==> run_1/cell_density.png <==
(4 px per um) 11 x 11 tiles, from dark blue (low) to red (high), 0 to 100% covered.
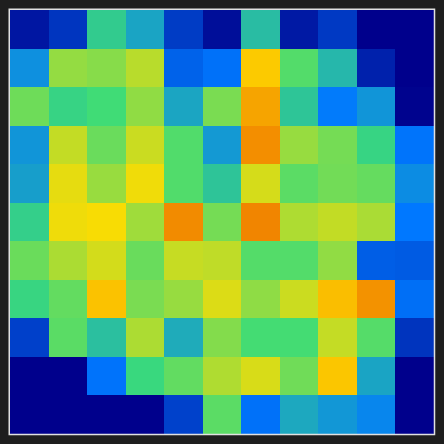
==> run_1/placement.png <==
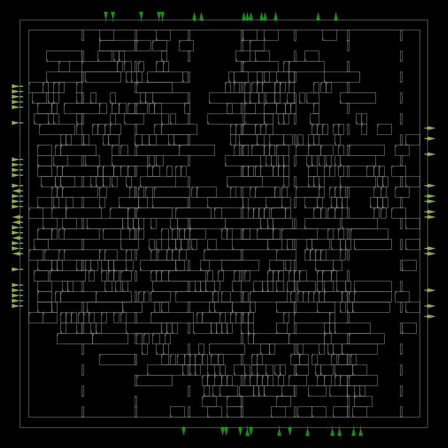
==> run_1/io_fan.png <==
(4 px per um)
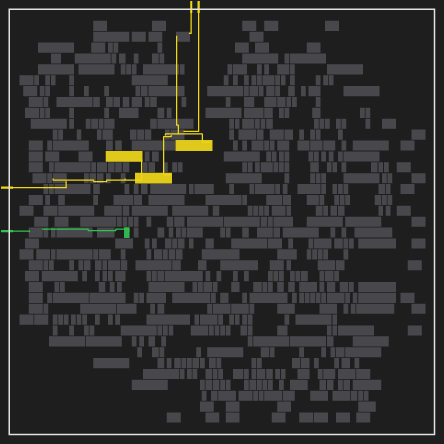
==> run_1/layer_met1.png <==
(6 px per um) Supply wires on this layer in grey. Cells faint in the background.
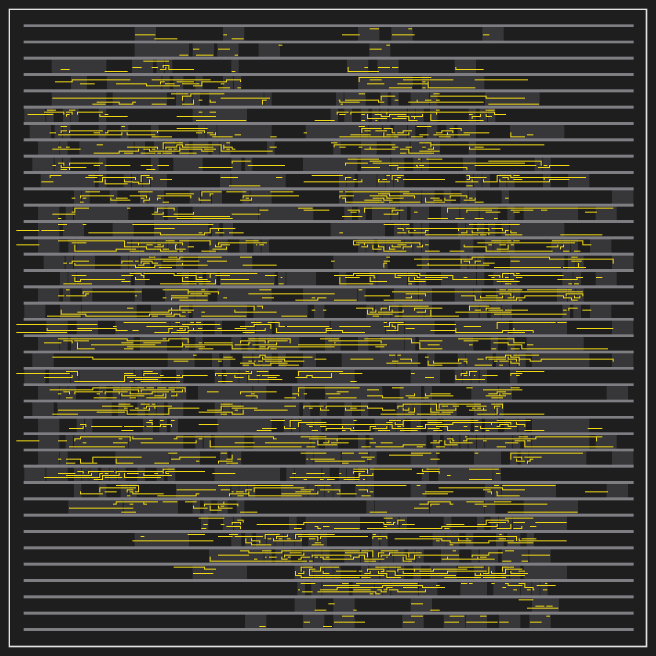
File: config.mk
export PLATFORM = sky130hd
export DESIGN_NAME = jam_sched_flat
export DESIGN_NICKNAME = d
export VERILOG_FILES = /design/src/rtl/jam_pkg.sv /design/src/rtl/jam_sched_if.sv /design/src/rtl/jam_acc.sv /design/src/rtl/jam_sched.sv /design/src/flat_wrapper.sv
export SDC_FILE = /design/constraint.sdc
export NUM_CORES = 1
export LEC_CHECK = 0
export ABC_AREA = 1
export CORE_MARGIN = 2
export CORE_UTILIZATION = 40
export CTS_BUF_LIST = sky130_fd_sc_hd__clkbuf_4 sky130_fd_sc_hd__clkbuf_8
export DETAILED_ROUTE_END_ITERATION = 12
export GPL_ROUTABILITY_DRIVEN = 0
export MAX_ROUTING_LAYER = met4
export PLACE_DENSITY = 0.65
export RECOVER_POWER = 50
export SYNTH_ARGS = -nofsm -noshare
export SYNTH_HDL_FRONTEND = slang
export SYNTH_SLANG_ARGS = --single-unit
File: constraint.sdc
create_clock -name clk -period 5.1 [get_ports clk]
set_clock_uncertainty 0.15 [all_clocks]
set_input_delay 1.02 -clock clk [delete_from_list [all_inputs] [get_ports clk]]
set_output_delay 1.02 -clock clk [all_outputs]
set_load 0.02 [all_outputs]
File: src/rtl/jam_pkg.sv
// Shared types and sizing for the jam_sched assignment-search block.
// N_WORK is fixed at 8, so worker and job indices are always 3 bits.
package jam_pkg;

  localparam int N_WORK = 8;
  localparam int COST_W = 7;
  localparam int SUM_W  = 10;
  localparam int CNT_W  = 16;

  localparam logic [SUM_W-1:0] MIN_RST = '1;

  typedef enum logic [2:0] {
    IDLE,
    LOAD,
    FETCH,
    DRAIN,
    CMP,
    DONE
  } state_t;

endpackage

File: src/rtl/jam_sched_if.sv
// Permutation stream into jam_sched: valid/ready, with perm_last qualifying the final permutation.
// Master is the permutation generator; the scheduler drives perm_ready only while it is waiting for a permutation.
interface jam_sched_if;
  import jam_pkg::*;

  logic                  perm_valid;
  logic [3*N_WORK-1:0]   perm_job;
  logic                  perm_last;
  logic                  perm_ready;

  modport master (output perm_valid, perm_job, perm_last, input perm_ready);
  modport slave  (input perm_valid, perm_job, perm_last, output perm_ready);

endinterface

File: src/rtl/jam_acc.sv
// Sums one permutation's costs and folds the total into MinCost/MatchCount; all updates take effect the cycle after the strobe.
// Never stalls: it follows the strobes from jam_sched, and MatchCount stops at all-ones instead of wrapping.
module jam_acc #(
  parameter int COST_W = jam_pkg::COST_W,
  parameter int SUM_W  = jam_pkg::SUM_W,
  parameter int CNT_W  = jam_pkg::CNT_W
) (
  input  logic              clk,
  input  logic              rst,
  input  logic              i_init,
  input  logic              i_clr,
  input  logic              i_add,
  input  logic [COST_W-1:0] i_cost,
  input  logic              i_cmp,
  output logic [SUM_W-1:0]  o_min_cost,
  output logic [CNT_W-1:0]  o_match_cnt,
  output logic              o_over
);

  logic [SUM_W-1:0] r_acc;
  logic [SUM_W-1:0] r_min;
  logic [CNT_W-1:0] r_cnt;

  always_ff @(posedge clk or negedge rst) begin
    if (!rst) begin
      r_acc <= '0;
      r_min <= '1;
      r_cnt <= '0;
    end else begin
      if (i_clr) begin
        r_acc <= '0;
      end else if (i_add) begin
        r_acc <= r_acc + SUM_W'(i_cost);
      end

      if (i_init) begin
        r_min <= '1;
        r_cnt <= '0;
      end else if (i_cmp) begin
        if (r_acc < r_min) begin
          r_min <= r_acc;
          r_cnt <= CNT_W'(1);
        end else if ((r_acc == r_min) && (r_cnt != '1)) begin
          r_cnt <= r_cnt + CNT_W'(1);
        end
      end
    end
  end

  assign o_min_cost  = r_min;
  assign o_match_cnt = r_cnt;
  assign o_over      = (r_acc > r_min);

endmodule

File: src/rtl/jam_sched.sv
// Brute-force assignment search: each permutation costs LOAD 1 + FETCH 8 + DRAIN 1 + CMP 1 = 11 cycles; LOAD waits on perm_valid.
// JAM_PRUNE_EN: a permutation is abandoned as soon as its partial sum exceeds MinCost.
module jam_sched #(
  parameter int N_WORK = jam_pkg::N_WORK,
  parameter int COST_W = jam_pkg::COST_W,
  parameter int SUM_W  = jam_pkg::SUM_W,
  parameter int CNT_W  = jam_pkg::CNT_W
) (
  input  logic              clk,
  input  logic              rst,
  input  logic              start,
  jam_sched_if.slave        perm_if,
  output logic [2:0]        W,
  output logic [2:0]        J,
  input  logic [COST_W-1:0] Cost,
  output logic [SUM_W-1:0]  MinCost,
  output logic [CNT_W-1:0]  MatchCount,
  output logic              Valid
);
  import jam_pkg::*;

`ifdef JAM_PRUNE_EN
  localparam bit PRUNE = 1'b1;
`else
  localparam bit PRUNE = 1'b0;
`endif

  state_t              r_state;
  logic [2:0]          r_w;
  logic [2:0]          r_j;
  logic [3*N_WORK-1:0] r_job;
  logic                r_last;
  logic                r_ready;
  logic                r_valid;

  logic [2:0] w_next;
  logic       w_last_addr;
  logic       w_xfer;
  logic       w_init;
  logic       w_add;
  logic       w_cmp;
  logic       w_over;
  logic       w_prune;

  assign w_next      = r_w + 3'd1;
  assign w_last_addr = (r_w == 3'(N_WORK - 1));
  assign w_xfer      = r_ready && perm_if.perm_valid;
  assign w_init      = (r_state == IDLE) && start;
  // Cost lags its address by a cycle, so FETCH adds from the second address on and DRAIN adds the last one.
  assign w_add       = ((r_state == FETCH) && (r_w != 3'd0)) || (r_state == DRAIN);
  assign w_cmp       = (r_state == CMP);
  assign w_prune     = PRUNE && w_over && ((r_state == FETCH) || (r_state == DRAIN));

  always_ff @(posedge clk or negedge rst) begin
    if (!rst) begin
      r_state <= IDLE;
      r_w     <= '0;
      r_j     <= '0;
      r_job   <= '0;
      r_last  <= 1'b0;
      r_ready <= 1'b0;
      r_valid <= 1'b0;
    end else begin
      r_valid <= 1'b0;
      case (r_state)
        IDLE: begin
          if (start) begin
            r_state <= LOAD;
            r_ready <= 1'b1;
          end
        end
        LOAD: begin
          if (w_xfer) begin
            r_job   <= perm_if.perm_job;
            r_last  <= perm_if.perm_last;
            r_ready <= 1'b0;
            r_w     <= '0;
            r_j     <= perm_if.perm_job[2:0];
            r_state <= FETCH;
          end
        end
        FETCH: begin
          if (w_prune) begin
            r_w     <= '0;
            r_j     <= '0;
            r_state <= r_last ? DONE : LOAD;
            r_valid <= r_last;
            r_ready <= !r_last;
          end else if (w_last_addr) begin
            r_w     <= '0;
            r_j     <= '0;
            r_state <= DRAIN;
          end else begin
            r_w <= w_next;
            r_j <= r_job[3*int'(w_next) +: 3];
          end
        end
        DRAIN: begin
          if (w_prune) begin
            r_state <= r_last ? DONE : LOAD;
            r_valid <= r_last;
            r_ready <= !r_last;
          end else begin
            r_state <= CMP;
          end
        end
        CMP: begin
          r_state <= r_last ? DONE : LOAD;
          r_valid <= r_last;
          r_ready <= !r_last;
        end
        DONE: begin
          r_state <= IDLE;
        end
        default: begin
          r_state <= IDLE;
        end
      endcase
    end
  end

  assign W                  = r_w;
  assign J                  = r_j;
  assign Valid              = r_valid;
  assign perm_if.perm_ready = r_ready;

  jam_acc #(
    .COST_W (COST_W),
    .SUM_W  (SUM_W),
    .CNT_W  (CNT_W)
  ) u_acc (
    .clk         (clk),
    .rst         (rst),
    .i_init      (w_init),
    .i_clr       (w_xfer),
    .i_add       (w_add),
    .i_cost      (Cost),
    .i_cmp       (w_cmp),
    .o_min_cost  (MinCost),
    .o_match_cnt (MatchCount),
    .o_over      (w_over)
  );

endmodule

File: src/flat_wrapper.sv
// flat-port wrapper written by rule: the top's interface ports become plain ports
module jam_sched_flat import jam_pkg::*;
#(
  parameter int N_WORK = jam_pkg::N_WORK,
  parameter int COST_W = jam_pkg::COST_W,
  parameter int SUM_W  = jam_pkg::SUM_W,
  parameter int CNT_W  = jam_pkg::CNT_W
)
  (clk, rst, start, W, J, Cost, MinCost, MatchCount, Valid, perm_if_perm_valid, perm_if_perm_job, perm_if_perm_last, perm_if_perm_ready);
  jam_sched_if perm_if_i ();
  input  logic clk;
  input  logic rst;
  input  logic start;
  output logic [2:0] W;
  output logic [2:0] J;
  input  logic [COST_W-1:0] Cost;
  output logic [SUM_W-1:0] MinCost;
  output logic [CNT_W-1:0] MatchCount;
  output logic Valid;
  input wire logic [$bits(perm_if_i.perm_valid)-1:0] perm_if_perm_valid;
  input wire logic [$bits(perm_if_i.perm_job)-1:0] perm_if_perm_job;
  input wire logic [$bits(perm_if_i.perm_last)-1:0] perm_if_perm_last;
  output wire logic [$bits(perm_if_i.perm_ready)-1:0] perm_if_perm_ready;
  assign perm_if_i.perm_valid = perm_if_perm_valid;
  assign perm_if_i.perm_job = perm_if_perm_job;
  assign perm_if_i.perm_last = perm_if_perm_last;
  assign perm_if_perm_ready = perm_if_i.perm_ready;
  jam_sched #(.N_WORK(N_WORK), .COST_W(COST_W), .SUM_W(SUM_W), .CNT_W(CNT_W)) u_core (.clk(clk), .rst(rst), .start(start), .perm_if(perm_if_i), .W(W), .J(J), .Cost(Cost), .MinCost(MinCost), .MatchCount(MatchCount), .Valid(Valid));
endmodule
==> reports/notes.md, run 1 <==
• violated checks: capacitance limit, slew limit
• net switching fraction of the power: 0.417
• clock network fraction of design power: 0.195
• Main synth FF type: dfrtp_1
• final max-slew violation count: 32
• area figure in the yosys stat output: 0.00416 mm2
• Post-Synthesis Cell Area: 0.00416 mm2
• Max Fclk: 0.274 GHz
• minimum period implied by the final worst setup slack: 3650 ps
• via count of the first global-routing pass: 3523
• Top cell excl fill/tap: nand2_1
• max-capacitance violation count: 1
• Leakage Power: 2.53 nW
• WP data required: 5180 ps
• Peak supply drop: 0.000248 V
• outcome: finished, violations left
• M1 wire length: 4490 um
• final net count: 679
• total number of warnings across the stage logs: 27
• Routed Antenna Nets: 0
• CTS root buf: clkbuf_8
• number of warnings printed during yosys synthesis: 0
About cell_density.png:
mean over tiles: 45%
tiles over 75% full: 7.4%
nearly empty tiles: 9.9%
fullest tile: 85%
emptiest ninth of the die: north-east
utilization of the core after routing: 0.506
fp_density: 0.407

About placement.png:
post-layout instance count excluding filler cells: 762
sequential portion of the cell area: 0.350

About io_fan.png:
| port | colour | direction | edge | end cells | buffers | wire |
|---|---|---|---|---|---|---|
| `J` | yellow | output | 2 north, 1 west | 3 | 3 | 136 um |
| `perm_if_perm_valid` | green | input | west | 1 | 1 | 27.5 um |
number of input and output port buffers inserted: 69
number of top-level pins: 70

About layer_met1.png:
longest straight run: 31.7 um
share of all routed wire: 47%
main direction: horizontal
wire length on this layer: 4490 um
drt total wl: 9590 um
routing usage on met1: 0.240
total vias in the final route: 3647

## run 1: worst min path at each step
stage	endpoint	cells past startpoint
after floorplan	u_core.r_job[10]	2
after global placement	u_core.r_job[17]	2
after detailed placement	u_core.r_job[22]	2
after CTS	u_core.r_job[22]	2
after global routing	u_core.u_acc.o_min_cost[3]	2
final	u_core.r_job[17]	2
## run 1: state kept, by name, indices dropped and copies added (netlist names)
signal,count
u_core.Valid,1
u_core.r_state,3
u_core.W,3
u_core.perm_if.perm_ready,1
u_core.r_last,1
u_core.u_acc.o_min_cost,10
u_core.u_acc.r_acc,10
u_core.r_job,24
u_core.u_acc.o_match_cnt,16
u_core.J,3
## run 1: per-stage QoR
| stage | worst slack [ps] | hold slack (ps) | power (mW) | area [um2] |
|---|---|---|---|---|
| finish | 1450 | 327 | 2.59 | 5180 |
| global route | 1180 | 349 | 2.82 | 5180 |
| global placement | 1930 | 300 | 2.08 | 4970 |
| detailed placement | 1850 | 307 | 2.11 | 4970 |
| floorplan | 2580 | 287 | 1.73 | 4160 |
| CTS | 2120 | 325 | 2.62 | 5180 |
## run 1: area by class of cell
| type | count | area share |
|---|---|---|
| Inverter | 63 | 0.0457 |
| Sequential cell | 72 | 0.350 |
| Clock inverter | 7 | 0.0184 |
| Tap cell | 136 | 0.0329 |
| Clock buffer | 9 | 0.0239 |
| Multi-Input combinational cell | 403 | 0.394 |
| Timing Repair Buffer | 72 | 0.135 |
## run 1: per-layer routing
metal / vias up / GRT usage
met5: - / -
met4: 0 / 0.0414
met3: 9 / 0.0368
met2: 64 / 0.305
met1: 1684 / 0.240
li1: 1890 / -
## run 1: cells in the mapped netlist (2+ instances only)
library cell,n,area (um2)
nand3_2,4,40.0
nand2_2,2,12.5
ha_1,21,263
clkbuf_1,8,30.0
nand3_1,24,120
o211ai_1,4,30.0
nand2_4,2,22.5
o21ai_0,22,110
nand4_1,3,18.8
xnor2_1,8,70.1
o22ai_1,6,37.5
xor2_1,5,43.8
inv_1,58,218
a31oi_1,10,62.6
nand2_1,216,811
a21oi_1,17,85.1
o221ai_1,2,17.5
dfstp_2,10,263
inv_2,4,15.0
o21ai_1,2,10.0
nor3_1,6,30.0
nor2_2,5,31.3
nor2_1,36,135
buf_2,5,25.0
dfrtp_1,62,1550
## run 1: worst max-delay path, cell delays in order
cell and delay, ps:
dlygate4sd3_1 550, nand2_1 180, nor2_2 140, clkbuf_1 900, inv_2 400, nand2_1 300
inv_1 90, nand2_1 70, nand3_1 70
## run 1: cells by family (layout without fill, tap and decap cells)
group	count (synthesis)	after routing	synth area share
xor gates and xnor gates	13	13	0.0274
DFF	72	72	0.436
AOI/OAI and AO/OA	67	67	0.0921
adders and majority gates	22	22	0.0680
and+or+nand+nor	301	301	0.302
buffers and inverters	78	151	0.0746
## run 1: power groups by stage
stage               registers [mW]  logic (mW)  clock network (mW)
floorplan                     1.00       0.731                   0
global placement             0.972        1.10                   0
detailed placement           0.974        1.14                   0
CTS                          0.965        1.14               0.510
global route                 0.995        1.29               0.538
finish                       0.963        1.13               0.504
==> run_1/sizes.png <==
(4 px per um)
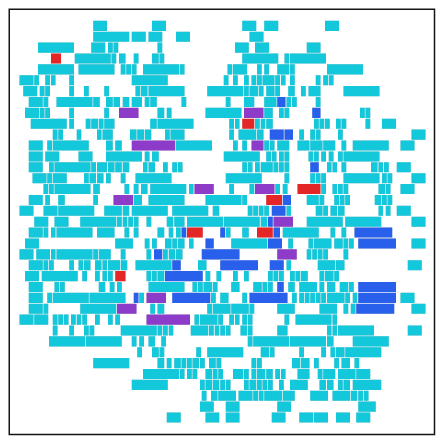

## Run 2: what changed since run 1
--- a/config.mk
+++ b/config.mk
@@ -12,7 +12,7 @@
 export DETAILED_ROUTE_END_ITERATION = 12
 export GPL_ROUTABILITY_DRIVEN = 0
 export MAX_ROUTING_LAYER = met4
-export PLACE_DENSITY = 0.65
+export PLACE_DENSITY = 0.67
 export RECOVER_POWER = 50
 export SYNTH_ARGS = -nofsm -noshare
 export SYNTH_HDL_FRONTEND = slang
==> constraint.sdc (replaced) <==
create_clock -name clk -period 3.3 [get_ports clk]
set_clock_uncertainty 0.15 [all_clocks]
set_input_delay 0.66 -clock clk [delete_from_list [all_inputs] [get_ports clk]]
set_output_delay 0.66 -clock clk [all_outputs]
set_load 0.02 [all_outputs]
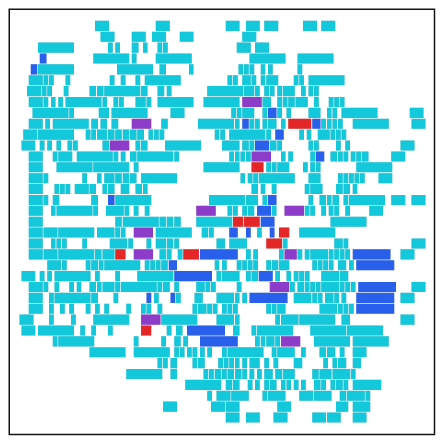
(run_2/sizes.png)
(4 px per um)
| size | colour | cells | most used |
|---|---|---|---|
| _2 cells | blue | 29 | dfstp_2 |
| _3 and _4 cells | red | 9 | buf_4 |
| _6 and larger | purple | 12 | clkbuf_8 |
| _0 and _1 cells | cyan | 579 | nand2_1 |
final setup margin: 579 ps
Area growth, synth to finish: 24.1%
post-route cell area: 0.00516 mm2
number of signal-net buffers in the layout: 75

==> reports/notes.md, run 2 <==
• violated checks: capacitance limit, slew limit
• most used standard cells in the synthesized netlist: nand2_1 (216), dfrtp_1 (62), inv_1 (58)
• fp_density: 0.407
• number of top-level pins: 70
• minimum period implied by the final worst setup slack: 2720 ps
• share of Yosys cell area claimed by the top area cell type: 0.373
• drt total wl: 9510 um
• CTS root buf: clkbuf_8
• cell depth of the worst min-delay path: 2
• final max-slew violation count: 73
• via count of the first global-routing pass: 3703
• Largest Register: u_core.r_job
• post-synth top area cell: dfrtp_1
• most popular library cell in the synthesized design by count: nand2_1
• register clock-pin slew on the reported worst setup and hold paths: 80 ps
• total vias in the final route: 3721
• max-capacitance violation count: 1
• WP data required: 3390 ps
• Top cell excl fill/tap: nand2_1
• Peak supply drop: 0.000366 V
• Routed Antenna Nets: 0
• outcome: finished, violations left
• final net count: 682
• r2r setup slk: 580 ps
• area figure in the yosys stat output: 0.00416 mm2
• endpoint with the worst hold slack: u_core.r_job[21]
• number of flip-flops under the largest register name: 24
• Detailed Routing Iterations Pass 1: 4
• total number of warnings across the stage logs: 27
• kind of start point of the critical path: flop
• Post-Synthesis Cell Area: 0.00416 mm2
• Synth Area per Inst: 7.52 um2
• number of input and output port buffers inserted: 69
• number of warnings printed during yosys synthesis: 0
• Main synth FF type: dfrtp_1
• Max Fclk: 0.368 GHz
• share of post-route cells with drive strength above 1: 0.0795
• top cells by area in the synthesized netlist: dfrtp_1 (37%), nand2_1 (19%), dfstp_2 (6.3%)
• worst hold slack after final layout: 320 ps
• Leakage Power: 2.54 nW
• number of register bits inferred by synthesis: 72
• Die Size: 0.0112 mm2
• Final Hold Violating Endpoints: 0
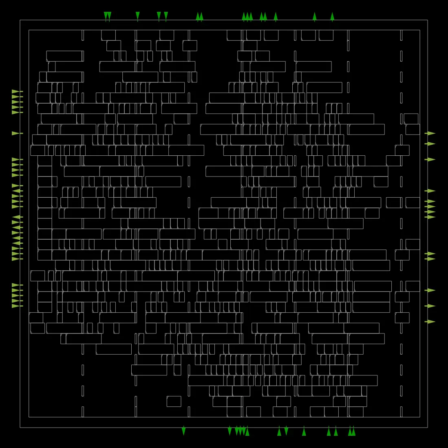
(run_2/placement.png)
cell row count: 37
utilization of the core after routing: 0.505
Core Area: 0.0102 mm2
number of sequential cells in the layout: 72
sequential portion of the cell area: 0.351

[run 2: cell counts after synthesis]
Identical to the previous run, type by type.
[run 2: stage by stage]
step                instances  total power [mW]  utilization  area (um2)  worst slack (ps)
detailed placement        749              3.28        0.489        5000               474
CTS                       765              3.95        0.507        5190               602
finish                    765              3.93        0.505        5160               579
global route              765              4.26        0.505        5160               313
floorplan                 553              2.68            -        4160              1140
global placement          749              3.23        0.489        5000               512
[run 2: worst max-delay path by stage]
| stage | to | cells past startpoint | slack, ps |
|---|---|---|---|
| 2_1_floorplan | u_core.u_acc.r_acc[8] | 9 | 1140 |
| 3_3_place_gp | u_core.u_acc.r_acc[8] | 10 | 510 |
| 3_5_place_dp | u_core.u_acc.r_acc[8] | 11 | 470 |
| 4_1_cts | u_core.u_acc.o_match_cnt[9] | 11 | 600 |
| 5_1_grt | u_core.u_acc.o_match_cnt[6] | 11 | 310 |
| 6_report | u_core.u_acc.o_match_cnt[9] | 11 | 580 |
[run 2: kinds of logic (layout without fill, tap and decap cells)]
group	Yosys count	in the layout	share of synthesized area
AND-OR/OR-AND	67	67	0.0921
XOR/XNOR	13	13	0.0274
adder cells (fa/ha/maj)	22	22	0.0680
buffers and inverters	78	154	0.0746
flip-flops	72	72	0.436
AND/OR/NAND/NOR	301	301	0.302
[run 2: where the power goes]
group	total, mW	internal (mW)	leakage (nW)	switching (mW)
logic	1.77	0.695	1.52	1.08
clock network	0.666	0.324	0.100	0.342
registers	1.49	1.23	0.918	0.257
[run 2: worst max-delay path: stages, from the launching register on]
cell	delay, ps
dfstp_2	560
inv_1	50
ha_1	290
nand2_1	70
nor2_1	210
nand3_1	140
nand3_2	150
nand2_4	100
nand2_1	310
nand2_1	350
nand2_1	160
nand2_1	60
[run 2: cell type report]
type | count | area [um2] | share of cell area
Multi-Input combinational cell | 403 | 2030 | 0.394
Sequential cell | 72 | 1810 | 0.351
Tap cell | 136 | 170 | 0.0330
Inverter | 63 | 236 | 0.0458
Clock inverter | 4 | 27.5 | 0.00533
Timing Repair Buffer | 75 | 721 | 0.140
Clock buffer | 12 | 159 | 0.0308
[run 2: metal layers]
metal | wire [um] | track usage
met5 | 0 | -
met4 | 123 | 0.0648
met3 | 379 | 0.0251
met2 | 4610 | 0.308
met1 | 4390 | 0.225
No activity file was given, so power comes from the tool's default toggle rates.
